$ cat src/rtl/fxdiv16by8_seq.sv
// fxdiv16by8_seq -- sequential 16-by-8 unsigned restoring divider.
//
// Ports:
//   clk          rising-edge clock
//   rst_n        asynchronous active-low reset
//   start        request a division; only looked at in IDLE
//   dividend     16-bit unsigned dividend
//   divisor      8-bit unsigned divisor
//   busy         high in CALC and DONE
//   done         one-cycle pulse when the results are valid
//   quotient     8-bit quotient (ERR_QUOT on error)
//   remainder    8-bit remainder (0 on error)
//   div_by_zero  last operation had divisor == 0
//   overflow     last operation's quotient would not fit in 8 bits
//
// The quotient register doubles as the dividend low-byte shift register:
// each CALC step consumes its MSB as the next dividend bit and shifts the
// new quotient bit in at the LSB, so after 8 steps it holds the quotient.
module fxdiv16by8_seq #(
  parameter logic [7:0] ERR_QUOT = 8'hFF
) (
  input  logic        clk,
  input  logic        rst_n,
  input  logic        start,
  input  logic [15:0] dividend,
  input  logic [7:0]  divisor,
  output logic        busy,
  output logic        done,
  output logic [7:0]  quotient,
  output logic [7:0]  remainder,
  output logic        div_by_zero,
  output logic        overflow
);

  typedef enum logic [1:0] {IDLE = 2'd0, CALC = 2'd1, DONE = 2'd2} state_t;

  state_t      state, state_nxt;
  logic [7:0]  dsr_r;
  logic [2:0]  cnt;
  logic        err_zero, err_ovf;
  logic [8:0]  t, diff;
  logic        ge;

  // A high byte >= divisor means the true quotient needs more than 8 bits.
  assign err_zero = (divisor == 8'h00);
  assign err_ovf  = !err_zero && (dividend[15:8] >= divisor);

  // One restoring step: bring in the next dividend bit, try to subtract.
  assign t    = {remainder, quotient[7]};
  assign ge   = (t >= {1'b0, dsr_r});
  assign diff = t - {1'b0, dsr_r};

  // State register
  always_ff @(posedge clk or negedge rst_n) begin
    if (!rst_n) state <= IDLE;
    else        state <= state_nxt;
  end

  // Next-state logic
  always_comb begin
    state_nxt = state;
    case (state)
      IDLE:    if (start) state_nxt = (err_zero || err_ovf) ? DONE : CALC;
      CALC:    if (cnt == 3'd7) state_nxt = DONE;
      DONE:    state_nxt = IDLE;
      default: state_nxt = IDLE;
    endcase
  end

  // Output logic
  always_comb begin
    busy = (state != IDLE);
    done = (state == DONE);
  end

  // Datapath
  always_ff @(posedge clk or negedge rst_n) begin
    if (!rst_n) begin
      dsr_r       <= 8'h00;
      cnt         <= 3'd0;
      quotient    <= 8'h00;
      remainder   <= 8'h00;
      div_by_zero <= 1'b0;
      overflow    <= 1'b0;
    end else begin
      case (state)
        IDLE: if (start) begin
          dsr_r <= divisor;
          cnt   <= 3'd0;
          if (err_zero) begin
            quotient    <= ERR_QUOT;
            remainder   <= 8'h00;
            div_by_zero <= 1'b1;
            overflow    <= 1'b0;
          end else if (err_ovf) begin
            quotient    <= ERR_QUOT;
            remainder   <= 8'h00;
            div_by_zero <= 1'b0;
            overflow    <= 1'b1;
          end else begin
            quotient    <= dividend[7:0];
            remainder   <= dividend[15:8];
            div_by_zero <= 1'b0;
            overflow    <= 1'b0;
          end
        end
        CALC: begin
          // remainder < divisor keeps t < 2*divisor, so diff fits in 8 bits
          remainder <= ge ? diff[7:0] : t[7:0];
          quotient  <= {quotient[6:0], ge};
          cnt       <= cnt + 3'd1;
        end
        default: ;
      endcase
    end
  end

endmodule

$ cat config.mk
export PLATFORM = sky130hd
export DESIGN_NAME = fxdiv16by8_seq
export DESIGN_NICKNAME = d
export VERILOG_FILES = /design/src/rtl/fxdiv16by8_seq.sv
export SDC_FILE = /design/constraint.sdc
export NUM_CORES = 1
export LEC_CHECK = 0
export ABC_AREA = 1
export CELL_PAD_IN_SITES_DETAIL_PLACEMENT = 1
export CELL_PAD_IN_SITES_GLOBAL_PLACEMENT = 1
export CORE_UTILIZATION = 33
export CTS_BUF_LIST = sky130_fd_sc_hd__clkbuf_16
export DETAILED_ROUTE_END_ITERATION = 8
export PLACE_DENSITY_LB_ADDON = 0.12
export SLEW_MARGIN = 25
export SYNTH_ARGS = -nofsm -noshare
export SYNTH_HDL_FRONTEND = slang
export SYNTH_SLANG_ARGS = --single-unit
$ cat constraint.sdc
create_clock -name clk -period 1.5 [get_ports clk]
set_input_delay 0.3 -clock clk [delete_from_list [all_inputs] [get_ports clk]]
set_output_delay 0.3 -clock clk [all_outputs]
set_load 0.02 [all_outputs]
run_1/class_map.png
Bar = 20 µm. Fill, decap, tap and diode cells in gray.
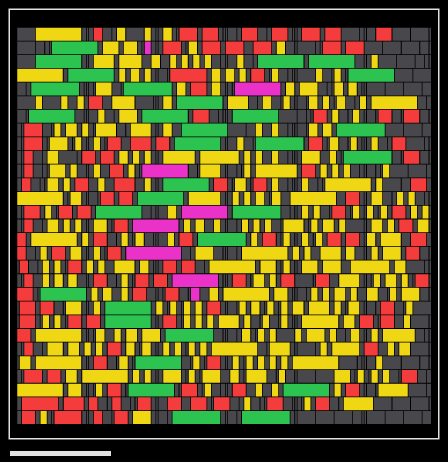
| color | class | cells | share of their area |
|---|---|---|---|
| yellow | remaining logic cells | 289 | 51% |
| green | registers | 31 | 21% |
| red | remaining buffers and delay cells | 116 | 24% |
| magenta | clock drivers and dummy loads | 8 | 4.3% |
number of placement rows: 29
final design instance area without fill: 3930 µm²
fin util: 60.5%
sequential share of cell area: 20.1%
area inside the core boundary: 6490 µm²

run_1/layers.png
Bar = 20 µm.
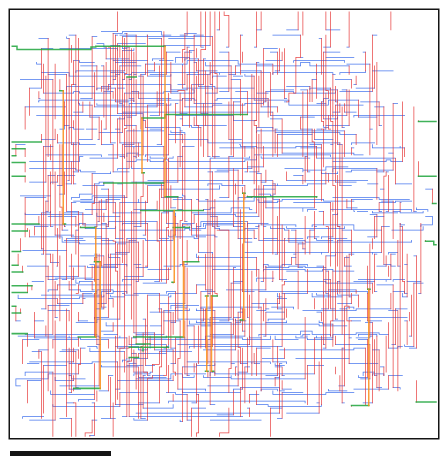
| color | layer | wire length |
|---|---|---|
| green | M3 | 199 µm |
| red | M2 | 4510 µm |
| orange | M4 | 222 µm |
| blue | M1 | 3610 µm |

run_1/placed.png
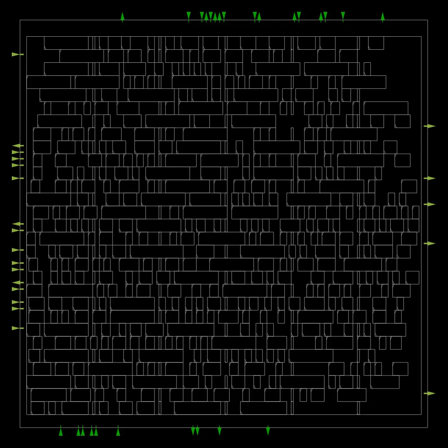
number of cells in the finished layout apart from fillers: 521
number of flip-flops and latches: 31
Filler Cell Count: 792
well tap count: 77

run_1/m4.png
Bar = 20 µm.
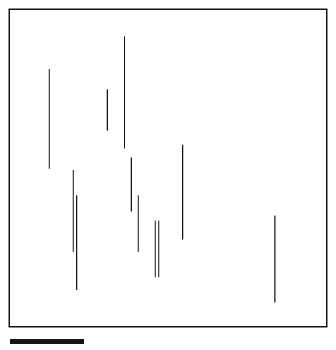
nets with wire on the layer: 10
main direction: vertical

==> notes.md, run 1 <==
Notes on the flow outputs.

- The flow ran to the end, but the final reports show violations.
- The final reports fail on negative setup slack.
- Per the final report, the share of cell area in clock cells is 4.17%.
- Per the post-synthesis report, the number of cells in the design is 329.
- The worst setup path category is reg -> reg.
- The count of cell types in the netlist reads 30.
- The area share of the largest cell type after synthesis is 34.1%.
- The hold buffer count at CTS is 0.
- The number of top-level design ports reads 47.
- The maximum vdd ir drop is 0.00102 V.
- Post-synthesis, Yosys gives the total cell area as 2280 µm².
- In the synthesized netlist, mux cells make up 0% of the area.
- The worst path required time reads 1.67 ns.
- The peak-usage layer in the global routing report reads met2.
- The register bit total from synthesis is 31.
- The highest routed metal layer is met4.
- The cell-mix breakdown from Yosys lists the XOR/XNOR area share as 0.385%.
- The global-route met1 utilization is 29.1%.
- The total number of vias is 2616.
- The vertical extent of the die is 85.0 µm.
- The number of setup buffers added after CTS reads 12.
- The beginning of the worst register-to-register path is dsr_r[0].
- The count of nets left with antenna violations once routing finished came out at 0.
- The signal on the critical path passes through ha_4 > fa_2 > buf_4 > o21ai_1 > a21oi_1 > nand2_1 > nand2_1 > nor2_2 > a21boi_2.
- The multi-input combinational gate total is 238.
- The area-dominant cell class after layout reads logic gates.
- The internal power contribution is 5300 µW.
- Summed over all nets, wire length on met3 after detailed routing comes to 199 µm.
- The arrival time of the worst setup path reads 1.99 ns.
- The number of setup violations in the final report is 10.
- The first-pass iteration count of the detailed router reads 4.
- The clock skew is 0.00526 ns.
- The initial antenna violation count reads 0.
- The cell type with the highest aggregate area in the netlist reads sky130_fd_sc_hd__dfrtp_1.
- The number of global-route vias before repair is 2830.
- The cell class contributing the biggest share of worst-path delay is adder cells.
- The overall chip area reads 7230 µm².
- Measured on the final layout, buffering overhead outside the clock network stands at 23.8%.
- The post-layout worst setup margin is -0.321 ns.
- The capture instance of the worst register-to-register path is remainder[2].
- During synthesis, Yosys emitted a total of 0 warnings.
- The clock slew seen by the registers of the worst setup and hold paths reads 0.06 ns.
- The reported combinational group power reads 7450 µW.
- The average size of a mapped cell is 6.92 µm².
- The synthesis-to-finish area growth is 72.6%.
- The met2 layer wire length in the routed design reads 4.51 mm.
- The number of max-slew violations in the final report is 0.
- Per the synth stats, the proportion of register bits with asynchronous set or reset is 100%.
- The maximum level of the CTS H-tree is 2.
- The sort of element at the start of the critical path is a flop.
- The slew at the pin with the worst max-slew slack reads 0.217 ns.
- The total negative setup slack reads -2.31 ns.
- The global routing usage summed across all routing layers reads 24.2%.
- Gates resized during post-CTS repair numbered 119.
- The number of ordinary inverters in the final layout is 51.
- The max-cap check violation count is 0.
- The top power consumer group is combinational logic.
- The final critical-path required period reads 1.82 ns.
- The flip-flop cell with the highest count after synthesis reads sky130_fd_sc_hd__dfrtp_1.
- The tree built by TritonCTS fans out to 31 sinks.
- The area of the multi-input gates reads 1750 µm².
==> run 1 -> run 2 <==
--- a/config.mk
+++ b/config.mk
@@ -11,7 +11,7 @@
 export CORE_UTILIZATION = 33
 export CTS_BUF_LIST = sky130_fd_sc_hd__clkbuf_16
 export DETAILED_ROUTE_END_ITERATION = 8
-export PLACE_DENSITY_LB_ADDON = 0.12
+export PLACE_DENSITY = 0.85
 export SLEW_MARGIN = 25
 export SYNTH_ARGS = -nofsm -noshare
 export SYNTH_HDL_FRONTEND = slang
==> run 2 against run 1 <==
The run still ends with negative setup slack left. Synthesized cell count stayed put. Clock power is about 10% lower. Design area is 4.6% higher. Largest cell class unchanged. Highest routed layer unchanged.
==> notes.md, run 2 <==
Notes on the flow outputs.

- The total negative setup slack came to -5.45 ns (was -2.31 ns).
- The global routing usage summed across all routing layers is 38.3% (was 24.2%).
- Violated checks: negative setup slack (unchanged).
- The number of setup violations in the final report is 21 (was 10).
- The register bit total from synthesis was 31 (unchanged).
- The number of global-route vias before repair came to 3415 (was 2830).
- The first-pass iteration count of the detailed router reads 5 (was 4).
- The flip-flop cell with the highest count after synthesis reads sky130_fd_sc_hd__dfrtp_1 (unchanged).
- The met2 layer wire length in the routed design is 6.97 mm (was 4.51 mm).
- The fraction of cell area in non-clock buffers reads 25.8% (was 23.8%).
- The reported combinational group power is 9440 µW (was 7450 µW).
- The remaining number of nets flagged by the antenna check after routing reads 0 (unchanged).
- The core outline area reads 6490 µm² (unchanged).
- The multiplexer area fraction after synthesis is 0% (unchanged).
- The number of max-slew violations in the final report was 0 (unchanged).
- The number of setup buffers added after CTS was 25 (was 12).
- The final critical-path required period is 2.14 ns (was 1.82 ns).
- The cell type with the highest aggregate area in the netlist is sky130_fd_sc_hd__dfrtp_1 (unchanged).
- The post-synthesis share of cell area spent on xor and xnor gates reads 0.385% (unchanged).
- The post-layout worst setup margin is -0.638 ns (was -0.321 ns).
- The worst path required time reads 1.68 ns (was 1.67 ns).
- The area-dominant cell class after layout is logic gates (unchanged).
- The floorplan row count is 29 (unchanged).
- The total number of tap cells reads 77 (unchanged).
- The top power consumer group is combinational logic (unchanged).
- The met3 routing resource usage after global routing is 9.44% (was 2.82%).
- The global-route met1 utilization reads 39.8% (was 29.1%).
- The max-cap check violation count reads 0 (unchanged).
- The number of top-level design ports came to 47 (unchanged).
- The final standard cell count with taps included and fillers excluded is 534 (was 521).
- The clock skew came to 0.0150 ns (was 0.00526 ns).
- The slew at the pin with the worst max-slew slack was 0.393 ns (was 0.217 ns).
- Result of the run: finished, violations left (unchanged).
- The area of the multi-input gates reads 1820 µm² (was 1750 µm²).
- The worst setup path category reads reg -> reg (unchanged).
- The highest routed metal layer was met4 (unchanged).
- The clock slew seen by the registers of the worst setup and hold paths reads 0.07 ns (was 0.06 ns).
- Crit-path cells: inv_2 > ha_4 > nand2_1 > inv_2 > nand3_1 > nor2_4 > nor2_8 > buf_4 > nand3_2 > nand2_1 > nand2_1 > nand2_1 > nand2_1 > nand2_1 (was ha_4 > fa_2 > buf_4 > o21ai_1 > a21oi_1 > nand2_1 > nand2_1 > nor2_2 > a21boi_2).
- The vertical extent of the die is 85.0 µm (unchanged).
- The area share of the largest cell type after synthesis reads 34.1% (unchanged).
- The number of ordinary inverters in the final layout reads 51 (unchanged).
- The peak-usage layer in the global routing report is met2 (unchanged).
- The maximum vdd ir drop reads 0.00143 V (was 0.00102 V).
- The initial antenna violation count reads 0 (unchanged).
- The maximum level of the CTS H-tree is 2 (unchanged).
- The sort of element at the start of the critical path reads a flop (unchanged).
- The beginning of the worst register-to-register path is dsr_r[4] (was dsr_r[0]).
- The count of yosys warnings during synthesis is 0 (unchanged).
- The internal power contribution was 5580 µW (was 5300 µW).
- The count of cell types in the netlist is 30 (unchanged).
- The number of standard cells after synthesis reads 329 (unchanged).
- The capture instance of the worst register-to-register path is remainder[7] (was remainder[2]).
run_2/m4.png
Bar = 20 µm.
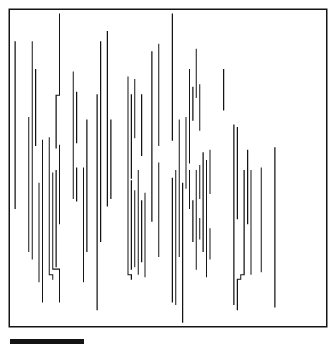
vias after detailed routing: 3265
Total Routed Length: 15.2 mm

run_2/placed.png
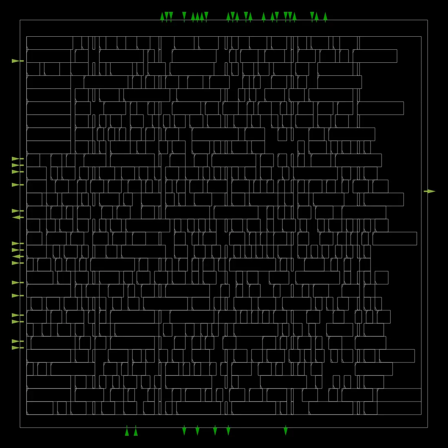
sequential share of cell area: 19.2%
fin util: 63.2%
Filler Cell Count: 735

==> run 2 -> run 3 <==
--- a/config.mk
+++ b/config.mk
@@ -8,10 +8,10 @@
 export ABC_AREA = 1
 export CELL_PAD_IN_SITES_DETAIL_PLACEMENT = 1
 export CELL_PAD_IN_SITES_GLOBAL_PLACEMENT = 1
-export CORE_UTILIZATION = 33
+export CORE_UTILIZATION = 30
 export CTS_BUF_LIST = sky130_fd_sc_hd__clkbuf_16
 export DETAILED_ROUTE_END_ITERATION = 8
-export PLACE_DENSITY = 0.85
+export PLACE_DENSITY = 0.79
 export SLEW_MARGIN = 25
 export SYNTH_ARGS = -nofsm -noshare
 export SYNTH_HDL_FRONTEND = slang
==> run 3 against run 2 <==
Worst hold slack gained 0.022 ns. Routed wire length shrank 27%. Sequential cell count is the same. Sequential power shrank 5%. Clock power shrank 5%. Largest cell class unchanged. First-iteration DRC count shrank 35%. Global-route usage shrank 13 points. The run still ends with negative setup slack left. Power shrank 12%. Largest power group unchanged. Count of clock-buffer cells in the layout is the same.
==> notes.md, run 3 <==
Notes on the flow outputs.

- The fraction of registers with async set/reset reads 100% (unchanged).
- The number of setup violations in the final report is 18 (was 21).
- The number of cells upsized or downsized after cts was 137 (was 173).
- The peak-usage layer in the global routing report reads met2 (unchanged).
- The area-dominant cell class after layout reads logic gates (unchanged).
- The hold buffer count at CTS is 0 (unchanged).
- The count of yosys warnings during synthesis came to 0 (unchanged).
- The wire length on met1 is 4.17 mm (was 5.31 mm).
- The utilization of the core after routing is 55.3% (was 63.2%).
- The cell class contributing the biggest share of worst-path delay reads simple AND/OR/NAND/NOR gates (unchanged).
- The vertical extent of the die is 89.1 µm (was 85.0 µm).
- The total negative setup slack is -3.65 ns (was -5.45 ns).
- The cell type with the highest aggregate area in the netlist is sky130_fd_sc_hd__dfrtp_1 (unchanged).
- The number of max-slew violations in the final report is 0 (unchanged).
- The synthesis-to-finish area growth reads 77.2% (was 80.4%).
- The final standard cell count with taps included and fillers excluded is 556 (was 534).
- The arrival time of the worst setup path is 2.08 ns (was 2.31 ns).
- The final critical-path required period is 1.92 ns (was 2.14 ns).
- The post-layout worst setup margin is -0.418 ns (was -0.638 ns).
- The total clock sinks was 31 (unchanged).
- The initial DRC count came to 148 (was 229).
- The count of cell types in the netlist reads 30 (unchanged).
- The internal power contribution was 5320 µW (was 5580 µW).
- Result of the run: finished, violations left (unchanged).
- The total congestion overflow is 0 (unchanged).
- The initial antenna violation count is 0 (unchanged).
- The most frequent logic cell in the layout is sky130_fd_sc_hd__nand2_1 (was sky130_fd_sc_hd__buf_4).
- The average size of a mapped cell reads 6.92 µm² (unchanged).
- The register bit total from synthesis came to 31 (unchanged).
- The slowest cell on the critical path was sky130_fd_sc_hd__dfrtp_1 (unchanged).
- The finished layout cell area is 4030 µm² (was 4110 µm²).
- The capture instance of the worst register-to-register path is remainder[7] (unchanged).
- The total number of tap cells reads 99 (was 77).
- The area of the multi-input gates is 1760 µm² (was 1820 µm²).
- The first-pass iteration count of the detailed router is 4 (was 5).
- The fraction of cell area in non-clock buffers came to 25.5% (was 25.8%).
- The sequential share of power is 15.6% (was 14.4%).
- The multiplexer area fraction after synthesis is 0% (unchanged).
- The reported combinational group power is 8060 µW (was 9440 µW).
- The clock slew seen by the registers of the worst setup and hold paths is 0.06 ns (was 0.07 ns).
- The top power consumer group was combinational logic (unchanged).
- The remaining number of nets flagged by the antenna check after routing reads 0 (unchanged).
- The clock skew is 0.00612 ns (was 0.0150 ns).
- The clock tree from TritonCTS is built (unchanged).
- Crit-path cells: inv_1 > ha_4 > nand2_1 > nor2_1 > nand3_1 > nand3_1 > nand2_1 > nand2_1 > nand2_2 > nand2_1 > nand2_1 > nand2_1 > nand2_1 (was inv_2 > ha_4 > nand2_1 > inv_2 > nand3_1 > nor2_4 > nor2_8 > buf_4 > nand3_2 > nand2_1 > nand2_1 > nand2_1 > nand2_1 > nand2_1).
- The relative contribution of combinational cells to total power reads 75.2% (was 77.2%).
- The worst setup path category is reg -> reg (unchanged).
- The number of flip-flops and latches is 31 (unchanged).
- The chip area from the yosys synthesis statistics came to 2280 µm² (unchanged).
- The number of global-route vias before repair came to 2914 (was 3415).
- The maximum level of the CTS H-tree is 2 (unchanged).
- The maximum vdd ir drop is 0.000727 V (was 0.00143 V).
- The overall chip area is 7940 µm² (was 7230 µm²).
- The number of top-level design ports is 47 (unchanged).
- The beginning of the worst register-to-register path reads dsr_r[5] (was dsr_r[4]).
- The flip-flop cell with the highest count after synthesis reads sky130_fd_sc_hd__dfrtp_1 (unchanged).
- The area share of the largest cell type after synthesis was 34.1% (unchanged).
- The fraction of area in clock buffers and inverters reads 3.47% (was 3.35%).
- The max-cap check violation count is 0 (unchanged).
- The multi-input combinational gate total reads 238 (unchanged).
- The slew at the pin with the worst max-slew slack is 0.398 ns (was 0.393 ns).
- The detailed route wirelength on metal3 is 424 µm (was 1.25 mm).
- The number of ordinary inverters in the final layout reads 51 (unchanged).
- The worst path required time is 1.66 ns (was 1.68 ns).
- The die boundary width reads 89.1 µm (was 85.0 µm).
- The highest routed metal layer is met4 (unchanged).
- The global-route met1 utilization is 27.8% (was 39.8%).
- The achievable frequency is 521 MHz (was 468 MHz).
- The number of standard cells after synthesis reads 329 (unchanged).
- Violated checks: negative setup slack (unchanged).
- The met2 layer wire length in the routed design is 5.90 mm (was 6.97 mm).
- The number of setup buffers added after CTS came to 16 (was 25).
- The sort of element at the start of the critical path is a flop (unchanged).
- The met3 routing resource usage after global routing reads 3.79% (was 9.44%).
- The most prevalent standard cell on the critical path is sky130_fd_sc_hd__nand2_1 (unchanged).
- The total length of routed wires is 11.1 mm (was 15.2 mm).
run_3/layers.png
Bar = 20 µm.
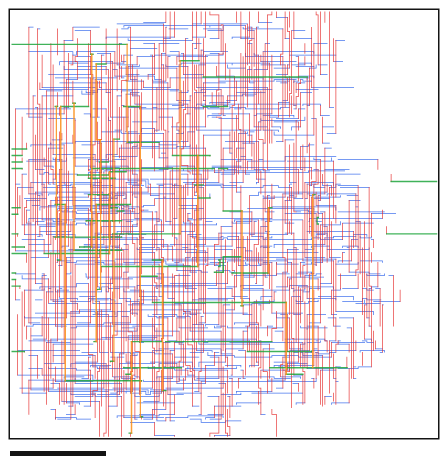
| color | layer | wire length |
|---|---|---|
| green | M3 | 424 µm |
| orange | M4 | 581 µm |
| blue | M1 | 4170 µm |
| red | M2 | 5900 µm |
detailed-route wire length per cell: 19.9 µm
global-route usage over all layers: 25.3%
vias after detailed routing: 2862

run_3/placed.png
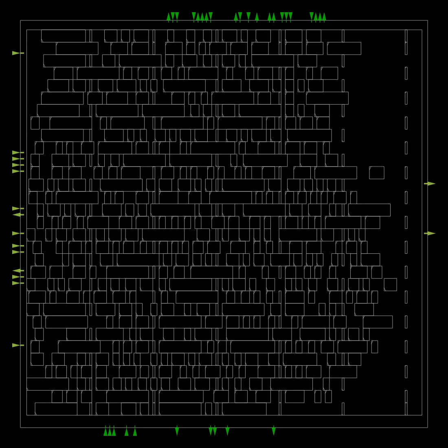
number of placement rows: 31
sequential share of cell area: 19.5%
area inside the core boundary: 7290 µm²
Filler Cell Count: 910

Power is estimated from default activity; no workload was simulated.
